Design if_prefetch_stage_flat, sky130hd; sources not shown.
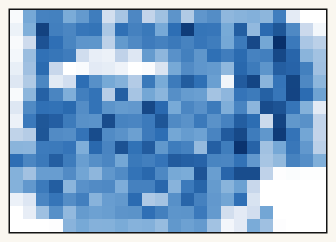
(cell density map)
The die is cut into 24 by 17 equal tiles; white is low, dark blue is high, 0 to 100% covered.
nearly empty tiles: 7.4%
tiles over 75% full: 15%
fullest tile: 100%
mean over tiles: 52%
Initial Utilization: 0.457
final core occ: 0.560
core area: 0.0384 mm²

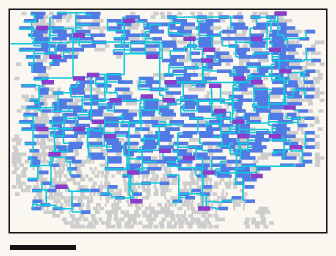
(routed clock nets over the placement)
The bar under the picture is 50 µm long.
[cyan] clock wires | length: 4850 µm
[blue] flip-flops | count: 435
[purple] cells driving clock nets | count: 41
flops lie: widely spread
Clock Skews: 18.6 ps
clock power share: 0.407
Power Clock: 1.33 mW
clk latency late pin: 540 ps

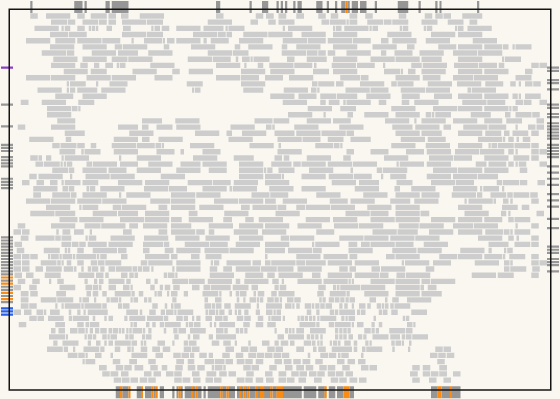
(ports around the boundary)
Pins as bars across the die edge, other pins in gray.
| color | port | pins | direction | edge |
|---|---|---|---|---|
| blue | `occupancy` | 3 | output | left |
| purple | `clk` | 1 | input | left |
| orange | `PC_regRs` | 32 | input | 27 bottom, 4 left, 1 top |
all pins by edge: 110 bottom, 53 top, 39 left, 36 right
die height: 167 µm
IO buf count: 237
die width: 238 µm

==> impl_metrics.csv <==
group,metric,value,unit
final_timing,final-hold-violation-count,0,
placed_design,place_congestion,0.807,
global_routing,grt_pass1_wl,60600,µm
drt,ant_nets,0,
synthesis,synthFlopType,"edfxtp_1",
synthesis,synth-warning-count,0,
clock_network,clock-sinks,435,
setup_path,crit_fanout,47,
drt,drt_wl_total,39000,µm
setup_path,r2r_cells,5,
pwr,swShare,0.218,
synthesis,topCellsByArea,"edfxtp_1 55%, dfxtp_1 13%, mux4_2 8.2%, a22oi_1 2.7%, nor2_1 2.4%",
clock_network,clock_path_buffers,3,
synthesis,synth_cell_types,60,
placed_design,dp_hpwl,23500,µm
die,rows,60,
final_timing,maxSlewViolCount,116,
global_routing,grt_max_degree,72,
global_routing,grt_overflow,0,
layout,nets,1472,
global_routing,grt_pass1_vias,10700,
global_routing,antenna_found_initial,1,
min_path,hold_class,"flop to flop",
synthesis,synth.avg_cell_area,15.1,µm²
pwr,p_per_area,152,mW/mm²
synthesis,synthCells,1159,
clock_network,cts_setup_buffers,0,
layout,drive_gt1_frac,0.113,
drt,dr.pass1.iters,7,
layout,ff_latch_area,0.0119,mm²
synthesis,ys_cells,1159,
final_timing,tns,0,ps
pwr,switchingPower,0.714,mW
final_timing,min_period,7900,ps
setup_path,startpoint_type,"primary input",
status,status,"finished, violations left",
pwr,p_int,2.56,mW
clock_network,htree_levels,2,
final_timing,slew_headroom,-0.316,
die,ioPinCount,238,
clock_network,clkTransAtPathRegs,60,ps
layout,logic_area,0.00506,mm²
synthesis,edf_count,320,
pwr,ir_worst_vdd,0.0953,mV
drt,drtIter0Drc,788,
clock_network,cts_buffers,41,
setup_path,endpoint_kind,"primary output",
synthesis,yosysChipArea,0.0175,mm²
die,dieArea,0.0398,mm²
job,warning_count,31,
drt,via_count,10500,
final_timing,rsz0062_at_grt,"false",
synthesis,synth_seq_share,0.679,
setup_path,rrSetupSlack,8720,ps
clock_network,clock-root-buffer,"clkbuf_16",
layout,final_cell_mix,"320 x edfxtp_1, 155 x dlygate4sd3_1, 113 x nor2_1, 113 x dfxtp_1, 80 x clkdlybuf4s50_1",
synthesis,synth_flops,435,
setup_path,critical_path_class,"primary input to primary output",
drt,viasPerCell,5.48,
layout,largest_reg_flops,256,
drt,drcViolationCount,0,
synthesis,fp_nets,1281,
clock_network,cts_resized,0,
status,failed_checks,"max-capacitance violations, max-slew violations",
pwr,leakage,7.37,nW
synthesis,top_area_cell,"edfxtp_1",
min_path,hold_depth,2,
pwr,p_comb_frac,0.071,
final_timing,fmax,127,MHz
global_routing,track_usage,0.197,
final_timing,setup_violations,0,
layout,lay_top_count,"edfxtp_1",
drt,wire_per_inst,20.4,µm
synthesis,syn_area,0.0175,mm²
final_timing,final.setup.worst_slack,3810,ps
setup_path,crit_required,9370,ps
synthesis,synthDominantCellAreaShare,0.548,
setup_path,arrival,5560,ps
final_timing,tightest_slew,1970,ps
layout,fillerInstances,3087,
synthesis,ys_async_sr_fraction,0,
pwr,p_seq_frac,0.521,
placed_design,place_ws,4310,ps
layout,areaGrowthSynthToFinish,22.7,%
clock_network,cts_hold_buf,0,
final_timing,fin_crit_sh,0.674,
clock_network,cts_tree,"built",
job,maxCapViolations,3,
==> cell usage after synthesis, drive strengths merged, types with 5 or more instances <==
| cell type | instances |
|---|---|
| edfxtp | 320 |
| xnor2 | 26 |
| o32ai | 5 |
| xor2 | 13 |
| nand3 | 22 |
| nor4 | 12 |
| nor2b | 5 |
| mux2i | 32 |
| a22oi | 64 |
| nor3 | 15 |
| o21ai | 23 |
| and4 | 5 |
| clkbuf | 45 |
| a41oi | 5 |
| and3 | 6 |
| and2 | 11 |
| inv | 22 |
| or3 | 5 |
| nor2 | 113 |
| mux4 | 64 |
| buf | 55 |
| ha | 16 |
| nand2 | 40 |
| nand4 | 9 |
| mux2 | 35 |
| a21oi | 23 |
| a31oi | 11 |
| dfxtp | 115 |
==> power by group through the flow <==
stage | sequential [mW] | combinational, mW | clock (mW)
finish | 1.71 | 0.234 | 1.33
global route | 1.71 | 0.252 | 1.42
CTS | 1.71 | 0.245 | 1.36
detailed placement | 1.74 | 0.244 | 0
global placement | 1.74 | 0.240 | 0
floorplan | 1.74 | 0.129 | 0
==> metal layers <==
metal  track usage  share of wire
met3        0.0330          0.054
met2         0.319           0.48
met1         0.280           0.46
met5             0              0
met4        0.0426          0.014
==> area by class of cell <==
type,instances,area share
antenna,1,0.000116
clock buffer,59,0.0556
clock inverter,17,0.00756
inverter,22,0.00384
multi-input combinational,602,0.235
sequential,435,0.554
tap,527,0.0306
timing repair buffer,248,0.114
==> kinds of logic (layout without fill, tap and decap cells) <==
| family | Yosys count | after routing | share of synthesized area |
|---|---|---|---|
| multiplexers | 131 | 131 | 0.123 |
| AND-OR/OR-AND | 163 | 163 | 0.0652 |
| other | 0 | 1 | 0 |
| adder cells (fa/ha/maj) | 17 | 17 | 0.0125 |
| buffers and inverters | 122 | 346 | 0.0336 |
| XOR/XNOR | 39 | 39 | 0.0195 |
| AND/OR/NAND/NOR | 252 | 252 | 0.0675 |
| flip-flops | 435 | 435 | 0.679 |
==> worst max-delay path, cell delays in order <==
cell and delay [ps]:
clkdlybuf4s50_1 510, inv_1 60, ha_1 1350, nor2b_1 450, and3_1 220, clkdlybuf4s50_1 600
==> stage by stage <==
stage / cells / hold slack, ps / utilization / power [mW] / cell area (µm²)
2_1_floorplan: 1159 / 472 / - / 1.87 / 17500
3_3_place_gp: 1834 / 474 / 0.525 / 1.98 / 20200
3_5_place_dp: 1834 / 480 / 0.525 / 1.98 / 20200
4_1_cts: 1910 / 494 / 0.560 / 3.31 / 21500
5_1_grt: 1911 / 538 / 0.560 / 3.38 / 21500
6_report: 1911 / 492 / 0.560 / 3.27 / 21500
Power and IR drop assume default switching activity.
